run_1/final_congestion.png
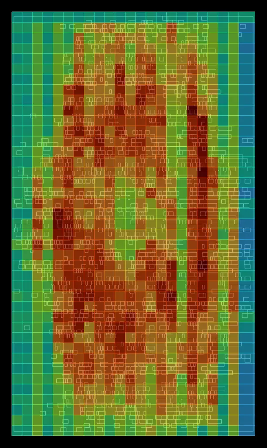
run_1/cell_classes.png
Bar = 50 microns.
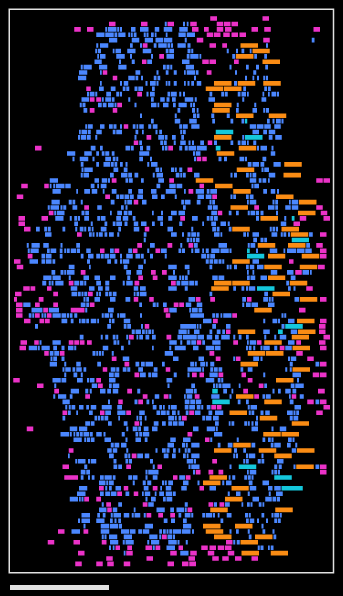
run_1/pdn.png
Pins as bars on the die edge. Tap cells in gray.
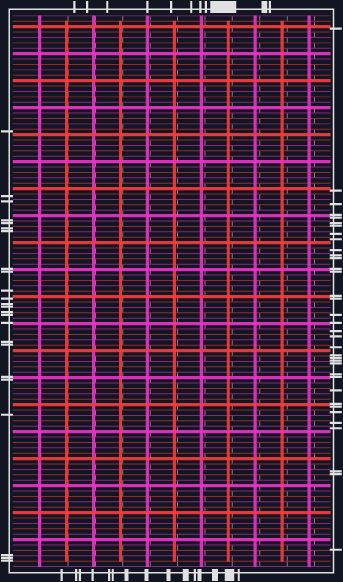
--- src/rtl/alu_pkg.sv ---
// Shared types for the pipelined ALU: opcode encoding, shift FSM states and the flag bundle.
// The shift-op predicate lives here so the core and the top agree on which ops iterate.
package alu_pkg;

    typedef enum logic [4:0] {
        OP_LD  = 5'h01,
        OP_ADD = 5'h03,
        OP_SUB = 5'h04,
        OP_AND = 5'h05,
        OP_OR  = 5'h06,
        OP_XOR = 5'h07,
        OP_NOT = 5'h08,
        OP_SL  = 5'h09,
        OP_SR  = 5'h0A,
        OP_ADC = 5'h0B,
        OP_SBC = 5'h0C,
        OP_ASR = 5'h0D,
        OP_CMP = 5'h0E
    } opcode_t;

    typedef enum logic {
        IDLE  = 1'b0,
        SHIFT = 1'b1
    } state_t;

    typedef struct packed {
        logic z;
        logic n;
        logic c;
        logic v;
    } flags_t;

    function automatic logic is_shift_op(input logic [4:0] op);
        return (op == OP_SL) || (op == OP_SR) || (op == OP_ASR);
    endfunction

endpackage

--- src/rtl/alu_core.sv ---
// Combinational ALU for every single-step operation, including zero-distance shifts.
// Add and subtract paths are WIDTH+1 bits so the carry-out is bit WIDTH of the sum.
module alu_core
    import alu_pkg::*;
#(
    parameter int WIDTH = 32
) (
    input  logic [4:0]       opcode,
    input  logic [WIDTH-1:0] a,
    input  logic [WIDTH-1:0] b,
    input  logic             cin,
    output logic [WIDTH-1:0] result,
    output flags_t           flags,
    output logic             illegal
);

    localparam int MSB = WIDTH - 1;

    logic             add_cin;
    logic             sub_cin;
    logic [WIDTH:0]   add_sum;
    logic [WIDTH:0]   sub_sum;
    logic             add_v;
    logic             sub_v;
    logic             c_bit;
    logic             v_bit;
    logic [WIDTH-1:0] zn_src;

    // Subtraction is A + ~B + cin so C reads as "no borrow".
    assign add_cin = (opcode == OP_ADC) ? cin : 1'b0;
    assign sub_cin = (opcode == OP_SBC) ? cin : 1'b1;
    assign add_sum = {1'b0, a} + {1'b0, b} + {{WIDTH{1'b0}}, add_cin};
    assign sub_sum = {1'b0, a} + {1'b0, ~b} + {{WIDTH{1'b0}}, sub_cin};
    assign add_v   = (a[MSB] == b[MSB]) && (add_sum[MSB] != a[MSB]);
    assign sub_v   = (a[MSB] != b[MSB]) && (sub_sum[MSB] != a[MSB]);

    always_comb begin
        result  = '0;
        c_bit   = 1'b0;
        v_bit   = 1'b0;
        illegal = 1'b0;
        case (opcode)
            OP_LD, OP_SL, OP_SR, OP_ASR: result = a;
            OP_ADD, OP_ADC: begin
                result = add_sum[MSB:0];
                c_bit  = add_sum[WIDTH];
                v_bit  = add_v;
            end
            OP_SUB, OP_SBC: begin
                result = sub_sum[MSB:0];
                c_bit  = sub_sum[WIDTH];
                v_bit  = sub_v;
            end
            OP_CMP: begin
                result = a;
                c_bit  = sub_sum[WIDTH];
                v_bit  = sub_v;
            end
            OP_AND:  result = a & b;
            OP_OR:   result = a | b;
            OP_XOR:  result = a ^ b;
            OP_NOT:  result = ~a;
            default: illegal = 1'b1;
        endcase
        // CMP passes A through but reports Z/N of the difference.
        zn_src  = (opcode == OP_CMP) ? sub_sum[MSB:0] : result;
        flags.z = (zn_src == '0);
        flags.n = zn_src[MSB];
        flags.c = c_bit;
        flags.v = v_bit;
    end

endmodule

--- src/rtl/alu_pipe.sv ---
// Registered ALU with input/output handshakes, a persistent carry bit and one-bit-per-cycle
// shifts for non-zero distances.
module alu_pipe
    import alu_pkg::*;
#(
    parameter int WIDTH = 32
) (
    input  logic             clk,
    input  logic             reset,
    input  logic             in_valid,
    output logic             in_ready,
    input  logic [4:0]       instruction,
    input  logic [WIDTH-1:0] bus_A,
    input  logic [WIDTH-1:0] bus_B,
    output logic             out_valid,
    input  logic             out_ready,
    output logic [WIDTH-1:0] out_bus,
    output logic             Z,
    output logic             N,
    output logic             C,
    output logic             V,
    output logic             illegal,
    output logic             busy
);

    localparam int SHW = $clog2(WIDTH);
    localparam logic [SHW-1:0] CNT_ONE = SHW'(1);

    state_t           state_q;
    state_t           state_d;
    logic             slot_free;
    logic             accept;
    logic [SHW-1:0]   amt;

    logic [WIDTH-1:0] sh_reg;
    logic [4:0]       sh_op;
    logic [SHW-1:0]   sh_cnt;
    logic             sh_c;
    logic [WIDTH-1:0] step_val;
    logic             step_bit;
    logic [WIDTH-1:0] fin_val;
    logic             fin_c;

    logic             cflag;
    flags_t           flags_q;

    logic [WIDTH-1:0] core_res;
    flags_t           core_flags;
    logic             core_ill;

    logic             load_sh;
    logic             step;
    logic             fin_core;
    logic             fin_sh;

    // Handshake: a request transfers on a rising edge where in_valid && in_ready, a result
    // transfers on a rising edge where out_valid && out_ready; out_* hold while stalled.
    assign slot_free = !out_valid || out_ready;
    assign in_ready  = (state_q == IDLE) && slot_free;
    assign accept    = in_valid && in_ready;
    assign amt       = bus_B[SHW-1:0];
    assign busy      = (state_q == SHIFT);

    assign Z = flags_q.z;
    assign N = flags_q.n;
    assign C = flags_q.c;
    assign V = flags_q.v;

    alu_core #(
        .WIDTH(WIDTH)
    ) u_core (
        .opcode (instruction),
        .a      (bus_A),
        .b      (bus_B),
        .cin    (cflag),
        .result (core_res),
        .flags  (core_flags),
        .illegal(core_ill)
    );

    always_comb begin
        step_val = {1'b0, sh_reg[WIDTH-1:1]};
        step_bit = sh_reg[0];
        case (sh_op)
            OP_SL: begin
                step_val = {sh_reg[WIDTH-2:0], 1'b0};
                step_bit = sh_reg[WIDTH-1];
            end
            OP_ASR:  step_val = {sh_reg[WIDTH-1], sh_reg[WIDTH-1:1]};
            default: step_val = {1'b0, sh_reg[WIDTH-1:1]};
        endcase
    end

    // The final step and the result register share an edge, so a distance-s shift shows
    // its result s+1 cycles after acceptance; a stalled shift parks with the counter at 0.
    assign fin_val = (sh_cnt != '0) ? step_val : sh_reg;
    assign fin_c   = (sh_cnt != '0) ? step_bit : sh_c;

    always_ff @(posedge clk or posedge reset) begin
        if (reset) begin
            state_q <= IDLE;
        end else begin
            state_q <= state_d;
        end
    end

    always_comb begin
        state_d  = state_q;
        load_sh  = 1'b0;
        step     = 1'b0;
        fin_core = 1'b0;
        fin_sh   = 1'b0;
        case (state_q)
            IDLE: begin
                if (accept) begin
                    if (is_shift_op(instruction) && (amt != '0)) begin
                        load_sh = 1'b1;
                        state_d = SHIFT;
                    end else begin
                        fin_core = 1'b1;
                    end
                end
            end
            SHIFT: begin
                if (sh_cnt != '0) begin
                    step = 1'b1;
                    if ((sh_cnt == CNT_ONE) && slot_free) begin
                        fin_sh  = 1'b1;
                        state_d = IDLE;
                    end
                end else if (slot_free) begin
                    fin_sh  = 1'b1;
                    state_d = IDLE;
                end
            end
            default: state_d = IDLE;
        endcase
    end

    always_ff @(posedge clk or posedge reset) begin
        if (reset) begin
            sh_reg <= '0;
            sh_op  <= 5'h00;
            sh_cnt <= '0;
            sh_c   <= 1'b0;
        end else if (load_sh) begin
            sh_reg <= bus_A;
            sh_op  <= instruction;
            sh_cnt <= amt;
            sh_c   <= 1'b0;
        end else if (step) begin
            sh_reg <= step_val;
            sh_cnt <= sh_cnt - CNT_ONE;
            sh_c   <= step_bit;
        end
    end

    always_ff @(posedge clk or posedge reset) begin
        if (reset) begin
            out_valid <= 1'b0;
            out_bus   <= '0;
            flags_q   <= '0;
            illegal   <= 1'b0;
            cflag     <= 1'b0;
        end else if (fin_core) begin
            out_valid <= 1'b1;
            out_bus   <= core_res;
            flags_q   <= core_flags;
            illegal   <= core_ill;
            if (!core_ill) begin
                cflag <= core_flags.c;
            end
        end else if (fin_sh) begin
            out_valid <= 1'b1;
            out_bus   <= fin_val;
            flags_q.z <= (fin_val == '0);
            flags_q.n <= fin_val[WIDTH-1];
            flags_q.c <= fin_c;
            flags_q.v <= 1'b0;
            illegal   <= 1'b0;
            cflag     <= fin_c;
        end else if (out_valid && out_ready) begin
            out_valid <= 1'b0;
        end
    end

endmodule

--- config.mk ---
export PLATFORM = sky130hd
export DESIGN_NAME = alu_pipe
export DESIGN_NICKNAME = d
export VERILOG_FILES = /design/src/rtl/alu_pkg.sv /design/src/rtl/alu_core.sv /design/src/rtl/alu_pipe.sv
export SDC_FILE = /design/constraint.sdc
export NUM_CORES = 1
export LEC_CHECK = 0
export CORE_ASPECT_RATIO = 1.75
export CORE_UTILIZATION = 25
export DETAILED_ROUTE_END_ITERATION = 7
export PLACE_DENSITY = 0.42
export SETUP_SLACK_MARGIN = 0.15
export SYNTH_ARGS = -nofsm -noshare
export SYNTH_HDL_FRONTEND = slang
export SYNTH_SLANG_ARGS = --single-unit
--- constraint.sdc ---
create_clock -name clk -period 5.71 [get_ports clk]
set_clock_uncertainty 0.15 [all_clocks]
set_input_delay 1.142 -clock clk [delete_from_list [all_inputs] [get_ports clk]]
set_output_delay 1.142 -clock clk [all_outputs]
set_load 0.02 [all_outputs]
==> flow_metrics.env, run 1 <==
# yosys + openroad results
export IMPL_dr_wl_met3_mm=2.49
export IMPL_setup_ws_ns=0.205
export IMPL_wl_met2_mm=29.4
export IMPL_place_gp_congestion=0.925
export IMPL_critPathSlowestCell="clkdlybuf4s50_1"
export IMPL_rrSetupSlack_ns=1.21
export IMPL_m1WireLength_mm=22.0
export IMPL_netSwitchingFraction_pct=47.3
export IMPL_power_sequential_mw=1.06
export IMPL_path_clk_slew_ns=0.06
export IMPL_root_buffer="clkbuf_16"
export IMPL_maxPowerGroup="combinational logic"
export IMPL_startpoint_type="input pin"
export IMPL_critPathLaunch="instruction[0]"
export IMPL_finalClockPeriodUsage_pct=96.4
export IMPL_synth_most_common_cell="nor2_1"
export IMPL_slowest_delay_ns=0.48
export IMPL_topRoutingLayerUsed="met4"
export IMPL_grt_busiest_layer="met2"
export IMPL_synthToLayoutAreaGrowth_pct=27.5
export IMPL_seq_cell_share_pct=14.4
export IMPL_fp_utilization_pct=25.4
export IMPL_worstReg2RegStart="cflag"
export IMPL_total_leakage_power_nw=6.08
export IMPL_drc=0
export IMPL_synth_logic_top_family="AND-OR/OR-AND gates"
export IMPL_largest_cell_class="combinational gates"
export IMPL_netlist_instances=1564
export IMPL_synth_edff_count=0
export IMPL_rsz0062_at_grt="true"
export IMPL_critical_path_depth=18
export IMPL_p_sw_mw=1.89
export IMPL_lay_top_cells="buf_4 (167), nor2_1 (165), a21oi_1 (161)"
export IMPL_synth_async_reset_ratio_pct=100
export IMPL_finalNonFillerCells=2327
export IMPL_pwr_share_seq_pct=26.6
export IMPL_final_area_sq_um=14400
export IMPL_coreArea_sq_um=44400
export IMPL_overflow=0
export IMPL_comb_area_sq_um=8510
export IMPL_synth_distinct_cells=87
export IMPL_dp_hpwl_mm=45.9
export IMPL_critical_path_class="in -> reg"
export IMPL_reg2reg_to="Z"
export IMPL_ys_seq_share_pct=18.4
export IMPL_logic_gate_count=1273
export IMPL_dr_first_iter_drc_count=864
export IMPL_holdWs_ns=0.320
export IMPL_maxCapViolations=0
export IMPL_simple_gate_share_pct=21.9
export IMPL_ant_nets=0
export IMPL_combPwrFrac_pct=58.3
export IMPL_comb_cell_power_mw=2.33
export IMPL_diodes=0
export IMPL_numSynthFlops=83
export IMPL_num_vias=12931
export IMPL_cp_end_kind="register"
export IMPL_setup_viol=0
export IMPL_grt_util_all_layers_pct=24.5
export IMPL_relSlewSlack_pct=25.4
export IMPL_ys_top_cells_by_area="dfrtp_1 (18%), ha_1 (11%), a21oi_1 (7.2%)"
export IMPL_ys_area_sq_um=11300
export IMPL_rr_worst_depth=18
export IMPL_h_tree_depth=3
export IMPL_port_buffers=112
export IMPL_clock_buffers=10
export IMPL_critical_path_max_fanout=4
export IMPL_powerDensity_nw_per_um2=277
export IMPL_cts_buffer_depth=2
export IMPL_grt_pass1_vias=13026
export IMPL_ys_warn_count=0
export IMPL_n_fill_cell=4874
export IMPL_clkPwrFrac_pct=15.1
export IMPL_total_power_mw=3.99
export IMPL_layout_top_cell="buf_4"
export IMPL_ctsResizeCount=2
export IMPL_finalWirelength_mm=57.0
export IMPL_comb_area_share_pct=59.1
export IMPL_worstHoldPathType="reg -> reg"
export IMPL_top_cell_area_share_pct=18.4
export IMPL_clock_power_mw=0.604
export IMPL_min_delay_start="sh_op[3]"
export IMPL_cp_cell_sequence="clkdlybuf4s50_1 -> nor3_1 -> nand2_1 -> fa_1 -> inv_1 -> fa_1 -> nor2_1 -> o311ai_1 -> buf_4 -> a21oi_1 -> a2111oi_0 -> o21ai_1 -> nor4_2 -> a2bb2oi_1 -> buf_4 -> o211ai_1 -> a21o_1 -> o31ai_2"
export IMPL_grt_pass1_wl_mm=83.6
export IMPL_tns_ns=0
export IMPL_n_all_inverters=102
export IMPL_rows=102
export IMPL_log_warning_count=91
export IMPL_slew_viol_final=0
export IMPL_fin_crit_ns=5.51
export IMPL_grt_max_degree=70
export IMPL_dpl_worst_slack_ns=-0.469
export IMPL_status="complete, no violations"
export IMPL_insertion_delay_ns=0.36
export IMPL_p_int_mw=2.10
export IMPL_hold_depth=1
export IMPL_ys_sh_mux_pct=5.95
export IMPL_cts_tree="done"
export IMPL_netlist_top_cells_count="nor2_1 (167), a21oi_1 (162), nand2_1 (143), o21ai_0 (113), inv_1 (102)"
export IMPL_cts_setup_buffers=0
export IMPL_synth_avg_cell_area_sq_um=7.22
export IMPL_top_area_cell="dfrtp_1"
export IMPL_hold_viol=0
export IMPL_dpl_cell_count=2311
export IMPL_xor_area_share_pct=2.95
export IMPL_worstPathRequired_ns=5.83
export IMPL_fmax_ghz=0.182
export IMPL_seq_cells=83
export IMPL_antenna_found_initial=0
export IMPL_drive_gt1_share_pct=14.0
export IMPL_die_h_microns=283
export IMPL_crit_end="Z"
export IMPL_aoi_share_pct=32.2
export IMPL_min_to="sh_op[3]"
export IMPL_nWellTaps=572
## Picture notes: final_congestion.png
GR Util met3: 2.46%
wire per inst: 24.5 microns
GR Layer Usage met2: 45.1%
grt met1 use: 27.2%
post-layout util: 32.4%

## Picture notes: cell_classes.png
color	class	cells	share of their area
orange	flip-flops	83	15%
blue	all other logic	1375	65%
magenta	other buffers and delay cells	281	18%
cyan	clock drivers and dummy loads	16	2.1%

## Picture notes: pdn.png
color	net
magenta	VSS
red	VDD
signal pins	113
tap cells	572
met1 rails	103
met5 straps	20

run_1/registers.png
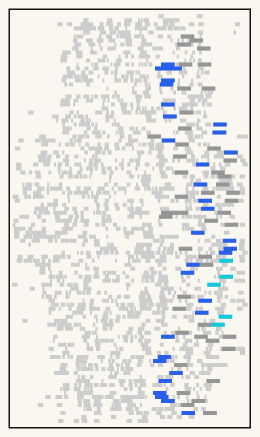

==> run 1 -> run 2 <==
CORE_ASPECT_RATIO = 1.2   (was 1.75)
run_2/registers.png
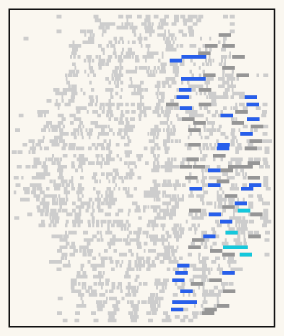
color	name in the netlist	sequential cells
blue	out_bus	32
cyan	sh_cnt	5
not colored	46

==> run 2 against run 1 <==
Design area shrank 0.19%. Worst setup slack better by 0.10 ns. Combinational power about the same. Via count is 0.66% higher. Register-to-register slack improved by 0.10 ns. Critical path depth shrank 4. Sequential power about the same. Critical path type unchanged. Critical endpoint unchanged.
==> flow_metrics.env, run 2 <==
# yosys + openroad results
export IMPL_status="complete, no violations"
export IMPL_synth_async_reset_ratio_pct=100
export IMPL_root_buffer="clkbuf_16"
export IMPL_seq_cells=83
export IMPL_cts_setup_buffers=0
export IMPL_synthToLayoutAreaGrowth_pct=27.2
export IMPL_dr_first_iter_drc_count=1137
export IMPL_synth_logic_top_family="AND-OR/OR-AND gates"
export IMPL_fp_utilization_pct=25.6
export IMPL_clock_buffers=10
export IMPL_ctsResizeCount=0
export IMPL_buf_share_pct=16.0
export IMPL_powerDensity_nw_per_um2=279
export IMPL_worstHoldPathType="reg -> reg"
export IMPL_via_per_inst=5.66
export IMPL_ys_area_sq_um=11300
export IMPL_n_all_inverters=102
export IMPL_power_sequential_mw=1.06
export IMPL_cp_cell_sequence="clkdlybuf4s50_1 -> inv_1 -> ha_1 -> a21oi_1 -> and2_4 -> a2111o_1 -> a211o_2 -> a2111oi_2 -> or3_1 -> mux2i_1 -> or3_1 -> or4b_1 -> a2bb2oi_1 -> o31ai_2"
export IMPL_relSlewSlack_pct=30.6
export IMPL_synth_distinct_cells=87
export IMPL_cts_tree="done"
export IMPL_setup_ws_ns=0.308
export IMPL_critical_path_class="in -> reg"
export IMPL_numSynthFlops=83
export IMPL_antenna_found_initial=2
export IMPL_simple_gate_share_pct=21.9
export IMPL_startpoint_type="input pin"
export IMPL_comb_area_sq_um=8570
export IMPL_clkPwrFrac_pct=16.2
export IMPL_insertion_delay_ns=0.35
export IMPL_fmax_ghz=0.185
export IMPL_top_cell_area_share_pct=18.4
export IMPL_comb_area_share_pct=59.7
export IMPL_n_fill_cell=4846
export IMPL_critical_path_max_fanout=10
export IMPL_cp_end_kind="register"
export IMPL_ys_warn_count=0
export IMPL_p_sw_mw=1.86
export IMPL_comb_cell_power_mw=2.30
export IMPL_rr_worst_depth=16
export IMPL_ys_top_cells_by_area="dfrtp_1 (18%), ha_1 (11%), a21oi_1 (7.2%)"
export IMPL_port_buffers=112
export IMPL_hold_depth=1
export IMPL_netlist_instances=1564
export IMPL_synth_avg_cell_area_sq_um=7.22
export IMPL_drc=0
export IMPL_holdWs_ns=0.324
export IMPL_wl_per_cell_microns=23.9
export IMPL_use_met1_pct=31.8
export IMPL_setup_viol=0
export IMPL_h_tree_depth=3
export IMPL_hold_viol=0
export IMPL_slew_viol_final=0
export IMPL_critical_path_depth=14
export IMPL_utilization_pct=32.5
export IMPL_finalNonFillerCells=2300
export IMPL_path_clk_slew_ns=0.06
export IMPL_grt_pass1_vias=12676
export IMPL_final_area_sq_um=14400
export IMPL_nWellTaps=559
export IMPL_grt_pass1_wl_mm=81.8
export IMPL_seq_cell_share_pct=14.5
export IMPL_lay_top_cells="nor2_1 (165), a21oi_1 (161), buf_4 (153)"
export IMPL_synth_edff_count=0
export IMPL_worstReg2RegStart="cflag"
export IMPL_min_to="sh_op[3]"
export IMPL_grt_max_degree=69
export IMPL_xor_area_share_pct=2.95
export IMPL_log_warning_count=90
export IMPL_critPathSlowestCell="clkdlybuf4s50_1"
export IMPL_layout_top_cell="nor2_1"
export IMPL_combPwrFrac_pct=57.4
export IMPL_critPathLaunch="bus_B[4]"
export IMPL_fin_crit_ns=5.40
export IMPL_cts_buffer_depth=2
export IMPL_finalWirelength_mm=54.9
export IMPL_num_vias=13016
export IMPL_p_int_mw=2.15
export IMPL_nNetsFinal=1910
export IMPL_m1WireLength_mm=25.3
export IMPL_topRoutingLayerUsed="met4"
export IMPL_rows=84
export IMPL_worstPathRequired_ns=5.82
export IMPL_tns_ns=0
export IMPL_place_gp_congestion=0.925
export IMPL_die_h_microns=235
export IMPL_total_leakage_power_nw=6.03
export IMPL_dpl_cell_count=2284
export IMPL_netlist_top_cells_count="nor2_1 (167), a21oi_1 (162), nand2_1 (143), o21ai_0 (113), inv_1 (102)"
export IMPL_pwr_share_seq_pct=26.4
export IMPL_grt_met3_usage_pct=2.17
export IMPL_ys_sh_mux_pct=5.95
export IMPL_met2_usage_pct=40.0
export IMPL_logic_gate_count=1273
export IMPL_netSwitchingFraction_pct=46.3
export IMPL_dr_wl_met3_mm=2.47
export IMPL_dp_hpwl_mm=43.3
export IMPL_maxPowerGroup="combinational logic"
export IMPL_drive_gt1_share_pct=14.1
export IMPL_min_delay_start="sh_op[3]"
export IMPL_grt_util_all_layers_pct=23.4
export IMPL_top_area_cell="dfrtp_1"
export IMPL_wl_met2_mm=26.2
export IMPL_finalClockPeriodUsage_pct=94.6
export IMPL_slowest_delay_ns=0.62
export IMPL_grt_busiest_layer="met2"
No activity file was given, so power comes from the tool's default toggle rates.
